<file path="src/rtl/router_src_tx.sv">
// Serial packet source: 2-bit address, grant wait, LSB-first payload, one-cycle gap.
// Optional grant-wait timeout is built when ROUTER_SRC_TX_TIMEOUT_EN is defined.
module router_src_tx #(
   parameter int GNT_TIMEOUT = 64
) (
   input  logic       clk,
   input  logic       reset_n,
   input  logic       i_start,
   input  logic [1:0] i_dst,
   input  logic [3:0] i_len,
   input  logic [7:0] i_byte,
   input  logic       i_byte_valid,
   output logic       o_byte_ready,
   input  logic       i_gnt,
   output logic       o_frame,
   output logic       o_data,
   output logic       o_busy,
   output logic       o_done,
   output logic       o_underrun,
   output logic       o_abort,
   output logic [2:0] o_dbg_state
);

   typedef enum logic [2:0] {
      S_IDLE = 3'd0,
      S_ADDR = 3'd1,
      S_WAIT = 3'd2,
      S_DATA = 3'd3,
      S_GAP  = 3'd4
   } state_t;

   state_t     r_state;
   logic [1:0] r_dst;
   logic [3:0] r_len;
   logic [7:0] r_buf;
   logic       r_buf_vld;
   logic [2:0] r_bit_cnt;
   logic [3:0] r_byte_cnt;
   logic       r_byte_ready;
   logic       r_frame;
   logic       r_data;
   logic       r_done;
   logic       r_underrun;

   // Byte handshake: a byte moves on a rising edge where o_byte_ready and
   // i_byte_valid are both high; i_byte must be stable while i_byte_valid is high.
   logic w_take;
   logic w_last;
   assign w_take = r_byte_ready & i_byte_valid;
   assign w_last = (r_byte_cnt == (r_len - 4'd1));

`ifdef ROUTER_SRC_TX_TIMEOUT_EN
   localparam int WAIT_W = (GNT_TIMEOUT > 1) ? $clog2(GNT_TIMEOUT) : 1;
   logic [WAIT_W-1:0] r_wait_cnt;
   logic              r_abort;
   assign o_abort = r_abort;
`else
   // Without the timeout build the parameter has no consumer.
   logic w_unused_timeout;
   assign w_unused_timeout = (GNT_TIMEOUT > 0);
   assign o_abort = 1'b0;
`endif

   always_ff @(posedge clk or negedge reset_n) begin
      if (!reset_n) begin
         r_state      <= S_IDLE;
         r_dst        <= '0;
         r_len        <= '0;
         r_buf        <= '0;
         r_buf_vld    <= 1'b0;
         r_bit_cnt    <= '0;
         r_byte_cnt   <= '0;
         r_byte_ready <= 1'b0;
         r_frame      <= 1'b0;
         r_data       <= 1'b0;
         r_done       <= 1'b0;
         r_underrun   <= 1'b0;
`ifdef ROUTER_SRC_TX_TIMEOUT_EN
         r_wait_cnt   <= '0;
         r_abort      <= 1'b0;
`endif
      end else begin
         r_done     <= 1'b0;
         r_underrun <= 1'b0;
`ifdef ROUTER_SRC_TX_TIMEOUT_EN
         r_abort    <= 1'b0;
`endif
         case (r_state)
            S_IDLE: begin
               if (i_start) begin
                  r_dst      <= i_dst;
                  r_len      <= i_len;
                  r_bit_cnt  <= 3'd0;
                  r_byte_cnt <= 4'd0;
                  r_buf_vld  <= 1'b0;
                  r_frame    <= 1'b1;
                  r_data     <= i_dst[0];
                  r_state    <= S_ADDR;
               end
            end
            S_ADDR: begin
               if (r_bit_cnt == 3'd0) begin
                  r_bit_cnt <= 3'd1;
                  r_data    <= r_dst[1];
               end else begin
                  r_bit_cnt    <= 3'd0;
                  r_data       <= 1'b0;
                  r_byte_ready <= (r_len != 4'd0);
                  r_state      <= S_WAIT;
`ifdef ROUTER_SRC_TX_TIMEOUT_EN
                  r_wait_cnt   <= '0;
`endif
               end
            end
            S_WAIT: begin
               if (w_take) begin
                  r_buf        <= i_byte;
                  r_buf_vld    <= 1'b1;
                  r_byte_ready <= 1'b0;
               end
               // A byte handshaking on the grant edge counts as buffered.
               if (i_gnt) begin
                  r_byte_ready <= 1'b0;
                  if (r_len == 4'd0) begin
                     r_state <= S_GAP;
                     r_frame <= 1'b0;
                     r_data  <= 1'b0;
                     r_done  <= 1'b1;
                  end else if (r_buf_vld || w_take) begin
                     r_state    <= S_DATA;
                     r_data     <= r_buf_vld ? r_buf[0] : i_byte[0];
                     r_bit_cnt  <= 3'd0;
                     r_byte_cnt <= 4'd0;
                  end else begin
                     r_state    <= S_GAP;
                     r_frame    <= 1'b0;
                     r_data     <= 1'b0;
                     r_underrun <= 1'b1;
                  end
               end
`ifdef ROUTER_SRC_TX_TIMEOUT_EN
               else if (r_wait_cnt == WAIT_W'(GNT_TIMEOUT - 1)) begin
                  r_state      <= S_GAP;
                  r_frame      <= 1'b0;
                  r_data       <= 1'b0;
                  r_byte_ready <= 1'b0;
                  r_abort      <= 1'b1;
               end else begin
                  r_wait_cnt <= r_wait_cnt + WAIT_W'(1);
               end
`endif
            end
            S_DATA: begin
               if (r_bit_cnt == 3'd7) begin
                  r_byte_ready <= 1'b0;
                  if (w_last) begin
                     r_state <= S_GAP;
                     r_frame <= 1'b0;
                     r_data  <= 1'b0;
                     r_done  <= 1'b1;
                  end else if (w_take) begin
                     r_buf      <= i_byte;
                     r_data     <= i_byte[0];
                     r_bit_cnt  <= 3'd0;
                     r_byte_cnt <= r_byte_cnt + 4'd1;
                  end else begin
                     r_state    <= S_GAP;
                     r_frame    <= 1'b0;
                     r_data     <= 1'b0;
                     r_underrun <= 1'b1;
                  end
               end else begin
                  r_buf     <= r_buf >> 1;
                  r_data    <= r_buf[1];
                  r_bit_cnt <= r_bit_cnt + 3'd1;
                  // Open the next-byte window for the bit-7 cycle only.
                  if (r_bit_cnt == 3'd6) r_byte_ready <= !w_last;
               end
            end
            S_GAP: begin
               r_buf_vld <= 1'b0;
               r_state   <= S_IDLE;
            end
            default: r_state <= S_IDLE;
         endcase
      end
   end

   assign o_byte_ready = r_byte_ready;
   assign o_frame      = r_frame;
   assign o_data       = r_data;
   assign o_busy       = (r_state != S_IDLE);
   assign o_done       = r_done;
   assign o_underrun   = r_underrun;
   assign o_dbg_state  = r_state;

endmodule

</file>
<file path="config.mk">
export PLATFORM = sky130hd
export DESIGN_NAME = router_src_tx
export DESIGN_NICKNAME = d
export VERILOG_FILES = /design/src/rtl/router_src_tx.sv
export SDC_FILE = /design/constraint.sdc
export NUM_CORES = 1
export LEC_CHECK = 0
export CORE_ASPECT_RATIO = 0.9
export CORE_MARGIN = 2
export CORE_UTILIZATION = 50
export CTS_BUF_LIST = sky130_fd_sc_hd__clkbuf_8 sky130_fd_sc_hd__clkbuf_16
export DETAILED_ROUTE_END_ITERATION = 12
export PLACE_DENSITY = 0.72
export SYNTH_ARGS = -nofsm -noshare
export SYNTH_HDL_FRONTEND = slang
export SYNTH_SLANG_ARGS = --single-unit
</file>
<file path="constraint.sdc">
create_clock -name clk -period 4.66 [get_ports clk]
set_input_delay 0.932 -clock clk [delete_from_list [all_inputs] [get_ports clk]]
set_output_delay 0.932 -clock clk [all_outputs]
set_load 0.005 [all_outputs]
</file>
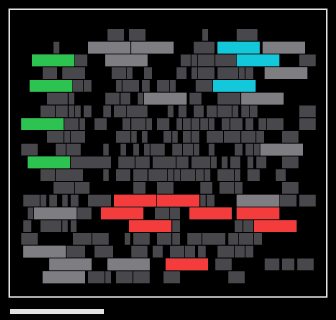
(run_1/registers.png)
Bar = 20 µm. Other sequential cells in the stronger gray, the rest of the logic in the fainter gray.
| name in the netlist | color | sequential cells |
|---|---|---|
| r_byte_cnt | green | 4 |
| r_buf | red | 8 |
| r_bit_cnt | cyan | 3 |
not colored: 14

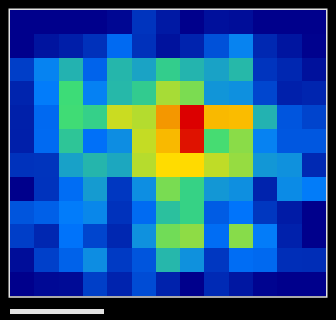
(run_1/wire_density.png)
Bar = 20 µm. 13 x 12 tiles, from dark blue (low) to red (high), scaled to the fullest tile. Values are wire area over tile area, all layers added.
densest ninth of the die: center
tiles over half the peak: 15%
nearly empty tiles: 13%
fullest tile: 0.71
emptiest ninth of the die: upper right
mean over tiles: 0.18

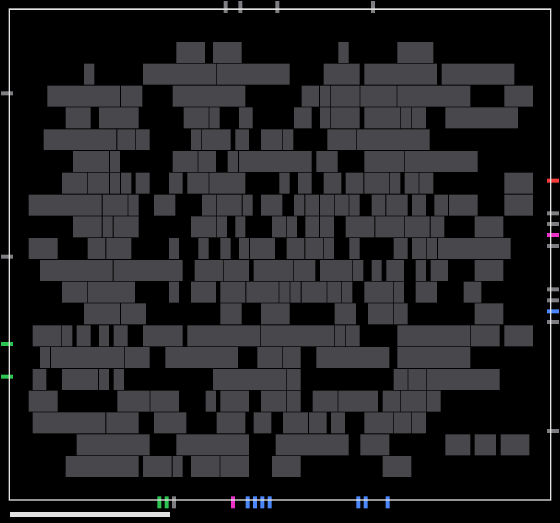
(run_1/pins.png)
Bar = 20 µm. Pins as bars across the die edge, other pins in gray.
| port | color | pins | direction | edge |
|---|---|---|---|---|
| i_dst | magenta | 2 | input | 1 right, 1 bottom |
| o_underrun | red | 1 | output | right |
| i_len | green | 4 | input | 2 left, 2 bottom |
| i_byte | blue | 8 | input | 7 bottom, 1 right |

## run 1: registers in the layout, indices dropped and copies added (netlist names)
name and count:
o_frame 1, o_underrun 1, o_data 1, r_byte_cnt 4
r_buf 8, o_done 1, o_byte_ready 1, r_bit_cnt 3
r_dst 1, r_buf_vld 1, r_len 4, o_dbg_state 3
## run 1: power groups by stage
stage          sequential (µW)  combinational [µW]  clock (µW)
3_3_place_gp               479                 697           0
3_5_place_dp               486                 709           0
2_1_floorplan              427                 552           0
5_1_grt                    505                 794         207
6_report                   486                 723         190
4_1_cts                    481                 714         197
## run 1: metal layers
metal | wire length [µm] | track usage [%] | share of wire (%)
met2 | 1990 | 37.9 | 44
met5 | 0 | 0 | 0
met3 | 315 | 5.30 | 7.0
met1 | 2070 | 34.3 | 46
met4 | 115 | 11.7 | 2.6
## run 1: final timing paths
kind                                start            end  slack, ns  cells past startpoint
min                              r_buf[5]       r_buf[5]       0.49                      1
min reg2reg                      r_buf[5]       r_buf[5]       0.49                      1
max in group asynchronous         reset_n  r_byte_cnt[3]       3.35                      2
max reg2reg                      r_len[0]       r_buf[6]       2.11                      7
max                        o_dbg_state[0]         o_busy       1.97                      3
min in group asynchronous         reset_n       r_buf[2]       1.04                      2
## run 1: worst max-delay path, stage by stage, from the launching register on
cell and delay, ns:
dfrtp_1 0.69, nor2_1 0.14, nand2_1 0.13, clkdlybuf4s50_1 0.50
## run 1: layout make-up
class	instances	area (µm²)	share of cell area (%)
clock inverter	3	11.3	0.518
multi-input combinational	145	993	45.7
tap	44	55.1	2.53
timing repair buffer	29	285	13.1
sequential	29	726	33.4
inverter	9	33.8	1.55
clock buffer	5	68.8	3.17
## run 1: cell families (layout without fill, tap and decap cells)
logic type	Yosys count	after routing
AND/OR/NAND/NOR	64	64
AND-OR/OR-AND	62	62
multiplexers	6	6
other	1	1
XOR/XNOR	5	5
flip-flops	29	29
adder cells (fa/ha/maj)	7	7
buffers and inverters	20	46
## run 1: through the flow
step	util, %	total power (µW)	worst slack [ns]
floorplan	-	978	2.56
global placement	61.1	1180	1.97
detailed placement	61.1	1190	1.91
CTS	63.4	1390	2.00
global route	63.4	1510	1.91
finish	63.4	1400	1.97
## run 1: cell usage after synthesis, drive strengths merged (2+ instances only)
cell type  number
a2111oi         2
a21o            4
a21oi          16
a22o            2
a22oi           2
a311oi          2
a31oi           4
and3            9
buf             6
clkbuf          5
dfrtp          29
ha              7
inv             9
mux2            4
mux2i           2
nand2          17
nand3           4
nand4           2
nor2           15
nor2b           2
nor3            5
o21ai          11
o2bb2ai         6
o311ai          2
or3b            2
xnor2           3
==> run summary, run 1 <==
run results: CTS sink count 29, Seq pwr share a little over a third, Post-CTS Setup Repair Bufs 0, fmax 372 MHz, vias per cell 6.29, mux frac, synth 3.60%, Sw Ratio 43.8%, adder share 4.84%, outcome finished clean, initial core utilization 52.8%, largest net degree at the start of global routing 30, share of the synthesized area in the top cell type 40.1%, Comb power frac 51.7%, CTS tree done, die area around 4000 µm², Yosys top cell by area dfrtp_1, Largest logic family AND-OR/OR-AND gates, Fin Setup TNS 0 ns, wire per inst 17.0 µm, drt total wl 4.49 mm, Max transition margin between 60% and 70%, maximum VDD drop 0.335 mV, yosys synthesis warning count 0, num ports 29, Netlist cell types ~54, layout cells sized above 1 8.18%, Synth Register Bits 29, CP Capture Type primary output, XOR/XNOR Area Share 3.25%, WP data required 3.73 ns, first-pass GRT wire length 7.45 mm, vias in the first global route 1530, Die Wd between 60 and 70 µm, hold_buf cts 0, CTS root buf clkbuf_8, Final Cycle Share 57.7%, Synth area leaders dfrtp_1 40%, ha_1 4.8%, a21oi_1 4.4%, nand2_1 3.5%, and3_1 3.1%, power density over cell area 644 nW/µm², Placed Instances 256, net switching power slightly above 600 µW, unrepaired setup endpoints after global routing no, Clock Path Buffers 2, final hold vios 0, hold_ws 0.492 ns, dpl cell area between 2000 and 2500 µm², Post-CTS Resized 0, Commonest Layout Cell dfrtp_1, CTS Buf Count 5, Detail Placement HPWL 3.18 mm, actual slew at the worst max-slew pin 0.540 ns, cells after synthesis 194, ys async rst share 100%, port buffer count 27, Detail Route Antenna Nets 0, critical path class reg -> out, MaxCap Viol Count 0, post-synth design cell area between 1500 and 2000 µm², Setup crit start kind flip-flop, RD Place Congestion 0.959, Global Route Usage Sum approximately 25%, antenna violations before repair 0, Pins Over Slew Limit 0, clock network power share 13.6%, worst-path maximum fanout 19, H-tree depth 2, area grow syn2layout 20.1%, # setup viols final 0, Core ar. 3430 µm², Worst-Skew Late Latency 0.28 ns, Post-Synth Simple-Gate Area 18.9%, nets@finish 245, main flop type dfrtp_1, residual DRC count 0, fillcell total 285, worst path arrival time between 1.5 and 2 ns, Via Count 1660, Lkg Pwr approximately 0.00093 µW, final cell count without fillers 264, Complex Gates by Area roughly 24%, design area 2170 µm², DR iter-0 viols around 120, grt total ovfl 0, number of enable flip-flop cells 0, row count 20, fin crit period ~2.7 ns, Worst-path clk slew around 0.06 ns, Top Layout Cells 29 x dfrtp_1, 27 x clkdlybuf4s50_1, 17 x nand2_1, 16 x a21oi_1, 15 x nor2_1, post-synth net total 220, Antenna Cells 0, HP Class reg -> reg, DRT Pass-1 Iters 5, Internal 787 µW, die extent in y 61.1 µm, Post-synth seq share 40.1%, tool warnings 29, syn avg cell area 9.33 µm², ys cells ~190, Yosys chip area 1810 µm², clock skew 0.00537 ns
==> run_1/final_clocks.png <==
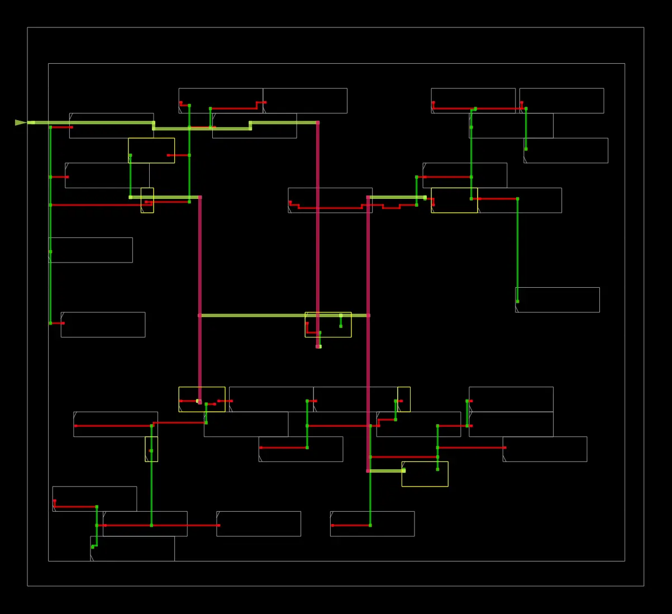

## Run 2: what changed since run 1
Settings changed: CORE_UTILIZATION 50 to 48, PLACE_DENSITY 0.72 to 0.73.
Clock period 4.66 ns to 2.4 ns, I/O delays scaled along.
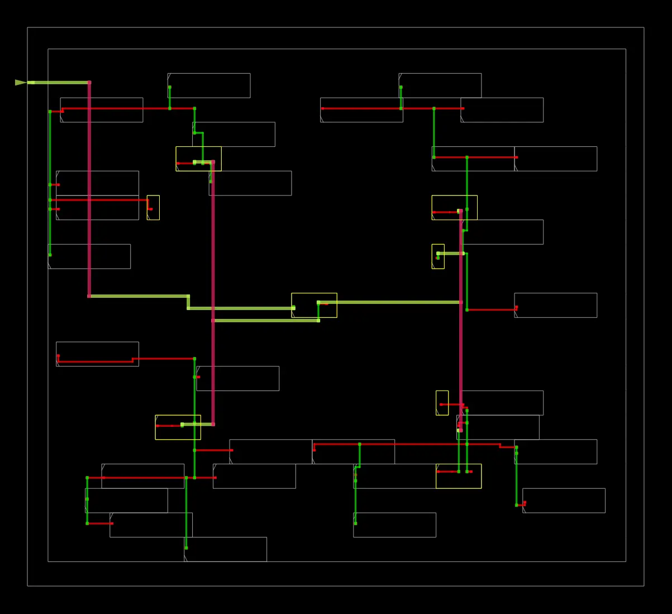
(run_2/final_clocks.png)
clock skew: 0.00343 ns
clock network power: 370 µW
CTS Buf Count: 5
Worst-Skew Late Latency: 0.28 ns
flip-flops: 29

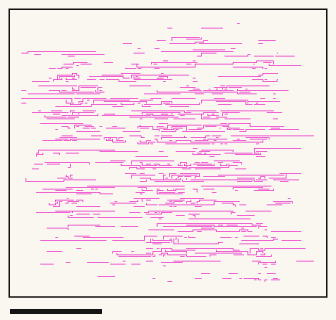
(run_2/met1.png)
Bar = 20 µm.
nets with wire on the layer: 221
share of all routed wire: 45%
longest straight run: 21.2 µm
main direction: horizontal
wire length on this layer: 2040 µm

==> run summary, run 2 <==
run results: share of the synthesized area in the top cell type 40.1% (unchanged), hold_ws 0.494 ns (was 0.492 ns), total power 2770 µW (was 1400 µW), Netlist cell types 54 (unchanged), design area 2240 µm² (was 2170 µm²), die area 4280 µm² (was 4120 µm²), outcome finished clean (unchanged), CTS root buf clkbuf_8 (unchanged), Critical Path Start o_dbg_state[2] (was o_dbg_state[0]), Pins Over Slew Limit 0 (unchanged), Worst-path clk slew 0.06 ns (about the same), Core ar. 3680 µm² (was 3430 µm²), nets@finish 253 (was 245), H-tree depth 2 (unchanged), fin crit period 2.21 ns, Post-CTS Setup Repair Bufs 0 (unchanged), RD Place Congestion 0.968 (was 0.959), worst path arrival time 1.73 ns (was 1.76 ns), Die Wd 68.7 µm (was 67.4 µm), Critical Path, Cell by Cell inv_1 > nand2_1 > clkdlybuf4s50_1 (was nor2_1 > nand2_1 > clkdlybuf4s50_1), die extent in y 62.2 µm (was 61.1 µm), DRT Pass-1 Iters 4 (was 5), num ports 29 (unchanged), Top Registers r_buf (8), r_byte_cnt (4), r_len (4) (unchanged), grt total ovfl 0 (unchanged), worst-path maximum fanout 14 (was 19), FF-to-FF Start r_len[0] (unchanged), Slowest cell on crit path dfrtp_1 (unchanged), Biggest register r_buf (unchanged), post-synth net total 220 (unchanged), critical path class reg -> out (unchanged), Setup crit start kind flip-flop (unchanged), Synth Register Bits 29 (unchanged), main flop type dfrtp_1 (unchanged), Synth area leaders dfrtp_1 40%, ha_1 4.8%, a21oi_1 4.4%, nand2_1 3.5%, and3_1 3.1% (unchanged), actual slew at the worst max-slew pin 0.497 ns (was 0.540 ns), number of enable flip-flop cells 0 (unchanged), Top Layout Cells 29 x dfrtp_1, 27 x clkdlybuf4s50_1, 17 x nand2_1, 16 x a21oi_1, 15 x nor2_1 (unchanged), synth cell count leaders 29 x dfrtp_1, 17 x nand2_1, 16 x a21oi_1 (unchanged), Max transition margin 65.9% (was 63.1%), HP Class reg -> reg (unchanged), number of flip-flops in the largest register 8 (unchanged), initial core utilization 49.2% (was 52.8%), Lkg Pwr 0.000971 µW (was 0.000933 µW), Clock Path Buffers 2 (unchanged), fillcell total 327 (was 285), Global Route Usage Sum 25.0% (was 24.9%), DR iter-0 viols 129 (was 122), Commonest Layout Cell dfrtp_1 (unchanged), yosys synthesis warning count 0 (unchanged), drt total wl 4.51 mm (was 4.49 mm), Detail Placement HPWL 3.35 mm (was 3.18 mm), cells after synthesis 194 (unchanged), Fin Setup TNS 0 ns (unchanged), residual DRC count 0 (unchanged), dpl cell area 2160 µm² (was 2090 µm²), port buffer count 27 (unchanged), WP data required 1.92 ns (was 3.73 ns), Antenna Cells 0 (unchanged), Via Count 1623 (was 1660), # setup viols final 0 (unchanged), tool warnings 29 (unchanged), MaxCap Viol Count 0 (unchanged), syn avg cell area 9.33 µm² (unchanged), final hold vios 0 (unchanged), ys async rst share 100% (unchanged), vias in the first global route 1673 (was 1530), ys cells 194 (unchanged), CP max stage delay 0.61 ns (was 0.69 ns), WP buf/inv 2 (was 1), power density over cell area 1240 nW/µm² (was 644 nW/µm²), layout cells sized above 1 11.4% (was 8.18%), post-synth design cell area 1810 µm² (unchanged), vias per cell 5.92 (was 6.29), HP Start r_buf[2] (was r_buf[5]), maximum VDD drop 0.574 mV (was 0.335 mV), Worst path top cell family by delay buffers and inverters (was flip-flops), Synth top cell by count dfrtp_1 (unchanged), first-pass GRT wire length 8.03 mm (was 7.45 mm), CTS sink count 29 (unchanged)
run 2: layout make-up:
cell class              count  area [µm²]  share of cell area, %
inverters                   9        33.8                   1.51
well taps                  46        57.6                   2.57
repair buffers             37         345                   15.4
clock inverters             3        11.3                  0.503
multi-input cells         145         995                   44.5
flip-flops and latches     29         726                   32.4
clock buffers               5        68.8                   3.08
run 2: worst reg2reg max path, delay by kind of cell, from the launching register on:
kind / cells / cell delay (ns)
adder cells (fa/ha/maj): 1 / 0.16
AND-OR/OR-AND: 2 / 0.27
flip-flops: 1 / 0.40
buffers and inverters: 1 / 0.11
AND/OR/NAND/NOR: 2 / 0.72
XOR/XNOR: 1 / 0.44
run 2: metal layers:
| metal | track usage [%] | wire (µm) | up-vias |
|---|---|---|---|
| met2 | 37.4 | 2090 | 59 |
| met3 | 7.25 | 280 | 12 |
| li1 | - | - | 782 |
| met4 | 7.35 | 95 | 0 |
| met5 | 0 | 0 | - |
| met1 | 34.9 | 2040 | 770 |
run 2: cells by family (layout without fill, tap and decap cells):
logic type,after synthesis,after routing,synth area share [%]
flip-flops,29,29,40.1
AND/OR/NAND/NOR,64,64,18.9
buffers and inverters,20,54,4.98
other,1,1,0.207
adder cells (fa/ha/maj),7,7,4.84
multiplexers,6,6,3.60
XOR/XNOR,5,5,3.25
AND-OR/OR-AND,62,62,24.1
run 2: where the power goes:
group,internal [µW],switching (µW)
registers,690,238
clock network,192,178
logic,709,767
total,1590,1180
run 2: final timing paths:
| check | end | cells past startpoint |
|---|---|---|
| worst min-delay path | r_buf[2] | 1 |
| worst max register to register | o_dbg_state[1] | 7 |
| worst max-delay path | o_busy | 3 |
| max in group asynchronous | o_dbg_state[0] | 2 |
| worst min register to register | r_buf[2] | 1 |
| min in group asynchronous | r_buf[4] | 2 |
run 2: repair_timing:
action                     4_1_cts  5_1_grt
hold buffers                     0        0
gates resized                    0        1
setup endpoints to repair        0        1
run 2: stage by stage:
step,instances,setup WS [ns]
global route,274,0.0253
CTS,274,0.197
finish,274,0.193
detailed placement,266,0.122
global placement,266,0.213
floorplan,194,0.398
==> run_2/wire_density.png <==
Bar = 20 µm. 14 x 12 tiles, from dark blue (low) to red (high), scaled to the fullest tile. Values are wire area over tile area, all layers added.
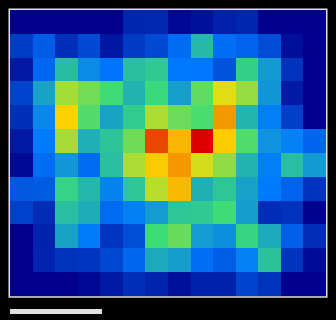

## Run 3: what changed since run 2
Settings changed: CORE_UTILIZATION 48 to 42, PLACE_DENSITY 0.73 to 0.65, RECOVER_POWER set to 25, SLEW_MARGIN set to 20.
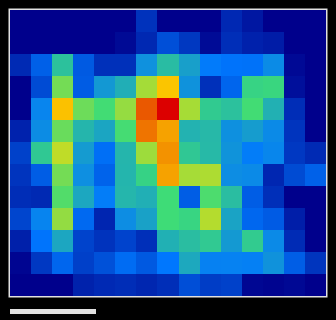
(run_3/wire_density.png)
Bar = 20 µm. 15 x 13 tiles, from dark blue (low) to red (high), scaled to the fullest tile. Values are wire area over tile area, all layers added.
fullest tile: 0.63
mean over tiles: 0.16
nearly empty tiles: 20%
tiles over half the peak: 14%
densest ninth of the die: center

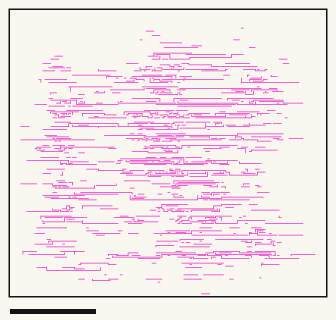
(run_3/met1.png)
Bar = 20 µm.
nets with wire on the layer: 225
main direction: horizontal

==> run summary, run 3 <==
run results: outcome finished with violations (was finished clean), failing checks capacitance limit, slew limit, Antenna Cells 0 (unchanged), CP max stage delay 0.61 ns (about the same), Synth area leaders dfrtp_1 40%, ha_1 4.8%, a21oi_1 4.4%, nand2_1 3.5%, and3_1 3.1% (unchanged), layout cells sized above 1 11.5% (was 11.4%), Worst Reg-to-Reg Cells 7 (unchanged), Core ar. 4100 µm² (was 3680 µm²), Max transition margin -4.31% (was 65.9%), Hold Path End r_buf[4] (was r_buf[2]), Worst R2R Setup Slack 0.19 ns (was 0.24 ns), synth cell count leaders 29 x dfrtp_1, 17 x nand2_1, 16 x a21oi_1 (unchanged), initial core utilization 44.1% (was 49.2%), vias per cell 6.02 (was 5.92), grt total ovfl 0 (unchanged), worst-path maximum fanout 14 (unchanged), Netlist cell types 54 (unchanged), HP Start r_buf[4] (was r_buf[2]), clock skew 0.00379 ns (was 0.00343 ns), actual slew at the worst max-slew pin 1.56 ns (was 0.497 ns), vias in the first global route 1649 (was 1673), reg2reg end o_dbg_state[1] (unchanged), Synth top cell by count dfrtp_1 (unchanged), fmax 452 MHz (was 453 MHz), Critical Path, Cell by Cell inv_1 > nand2_1 > clkdlybuf4s50_1 (unchanged), ys cells 194 (unchanged), worst path arrival time 1.73 ns (about the same), Pins Over Slew Limit 30 (was 0), syn avg cell area 9.33 µm² (unchanged), unrepaired setup endpoints after global routing no (unchanged), Setup crit start kind flip-flop (unchanged), DRT Pass-1 Iters 4 (unchanged), CTS root buf clkbuf_8 (unchanged), Worst-path clk slew 0.06 ns (about the same), Synth Register Bits 29 (unchanged), area grow syn2layout 23.9% (was 23.7%), total power 2840 µW (was 2770 µW), Lkg Pwr 0.000963 µW (was 0.000971 µW), nets@finish 253 (unchanged), die area 4850 µm² (was 4280 µm²), maximum VDD drop 0.585 mV (was 0.574 mV), cells after synthesis 194 (unchanged), number of flip-flops in the largest register 8 (unchanged), # setup viols final 0 (unchanged), hold_buf cts 0 (unchanged), CTS tree done (unchanged), Yosys top cell by area dfrtp_1 (unchanged), num ports 29 (unchanged), post-synth design cell area 1810 µm² (unchanged), Post-CTS Setup Repair Bufs 0 (unchanged), HP Class reg -> reg (unchanged), antenna violations before repair 0 (unchanged), fin crit period 2.21 ns (about the same), Post-synth seq share 40.1% (unchanged), WP data required 1.92 ns (about the same), Worst path top cell family by delay buffers and inverters (unchanged), first-pass GRT wire length 8.09 mm (was 8.03 mm), Biggest register r_buf (unchanged), number of enable flip-flop cells 0 (unchanged), Final Cycle Share 92.3% (was 92.0%), design area 2240 µm² (about the same), MaxCap Viol Count 1 (was 0), fillcell total 381 (was 327), die extent in y 66.3 µm (was 62.2 µm), critical path class reg -> out (unchanged), Slowest cell on crit path dfrtp_1 (unchanged), FF-to-FF Start r_len[0] (unchanged), final cell count without fillers 275 (was 274), Top Registers r_buf (8), r_byte_cnt (4), r_len (4) (unchanged)
-- run 3: cell types whose count changed in the layout (fill, tap and decap cells not counted) --
cell      previous run  this run
inv_1               12        10
buf_4               10         9
clkbuf_1             0         1
clkbuf_8             5         6
-- run 3: timing repair --
action,in CTS,in global routing
endpoints found under the setup margin,0,1
hold endpoints to repair,0,0
gates resized,0,1
-- run 3: layer usage --
metal,share of wire (%),track usage (%),up-vias
li1,-,-,783
met2,49,35.7,50
met1,44,28.5,819
met4,1.0,6.94,0
met5,0,0,-
met3,5.5,6.55,4
-- run 3: cell families after synthesis --
logic type      synth area share, %
xor+xnor                       3.25
fa+ha+maj                      4.84
mux                            3.60
simple gates                   18.9
buf+inv                        4.98
other cells                   0.207
flops                          40.1
compound gates                 24.1
-- run 3: per-stage QoR --
step | setup slack, ns | utilization, % | hold slack [ns]
6_report | 0.186 | 54.7 | 0.496
5_1_grt | 0.0336 | 54.7 | 0.516
4_1_cts | 0.127 | 54.7 | 0.497
3_5_place_dp | 0.0255 | 52.6 | 0.481
3_3_place_gp | 0.156 | 52.6 | 0.471
2_1_floorplan | 0.398 | - | 0.184
-- run 3: final cells by class --
cell class	instances	area (µm²)	share of cell area, %
clock buffers	6	82.6	3.68
clock inverters	1	3.75	0.167
flip-flops and latches	29	726	32.4
inverters	9	33.8	1.51
well taps	48	60.1	2.68
multi-input cells	145	995	44.4
repair buffers	37	342	15.2
-- run 3: power by group --
part	leakage, µW	internal, µW	switching [µW]
registers	0.000370	690	236
clock network	0.0000485	223	177
logic	0.000544	713	804
total	0.000963	1630	1220
-- run 3: worst max-delay path by stage --
| stage | start | endpoint | slack [ns] | cells after the start |
|---|---|---|---|---|
| after CTS | r_bit_cnt[1] | o_byte_ready | 0.13 | 7 |
| final | o_dbg_state[2] | o_busy | 0.19 | 3 |
| after floorplan | r_len[0] | o_dbg_state[1] | 0.40 | 7 |
| after global placement | i_byte_valid | o_byte_ready | 0.16 | 5 |
| after global routing | r_bit_cnt[1] | o_byte_ready | 0.03 | 7 |
| after detailed placement | i_byte_valid | o_byte_ready | 0.03 | 6 |
-- run 3: worst reg2reg max path: cells and delay by family (launching register included) --
family	cells	cell delay, ns
AOI/OAI and AO/OA	2	0.28
xor gates and xnor gates	1	0.44
adders and majority gates	1	0.16
buffers and inverters	1	0.11
DFF	1	0.41
and+or+nand+nor	2	0.75
Power and IR drop assume default switching activity.
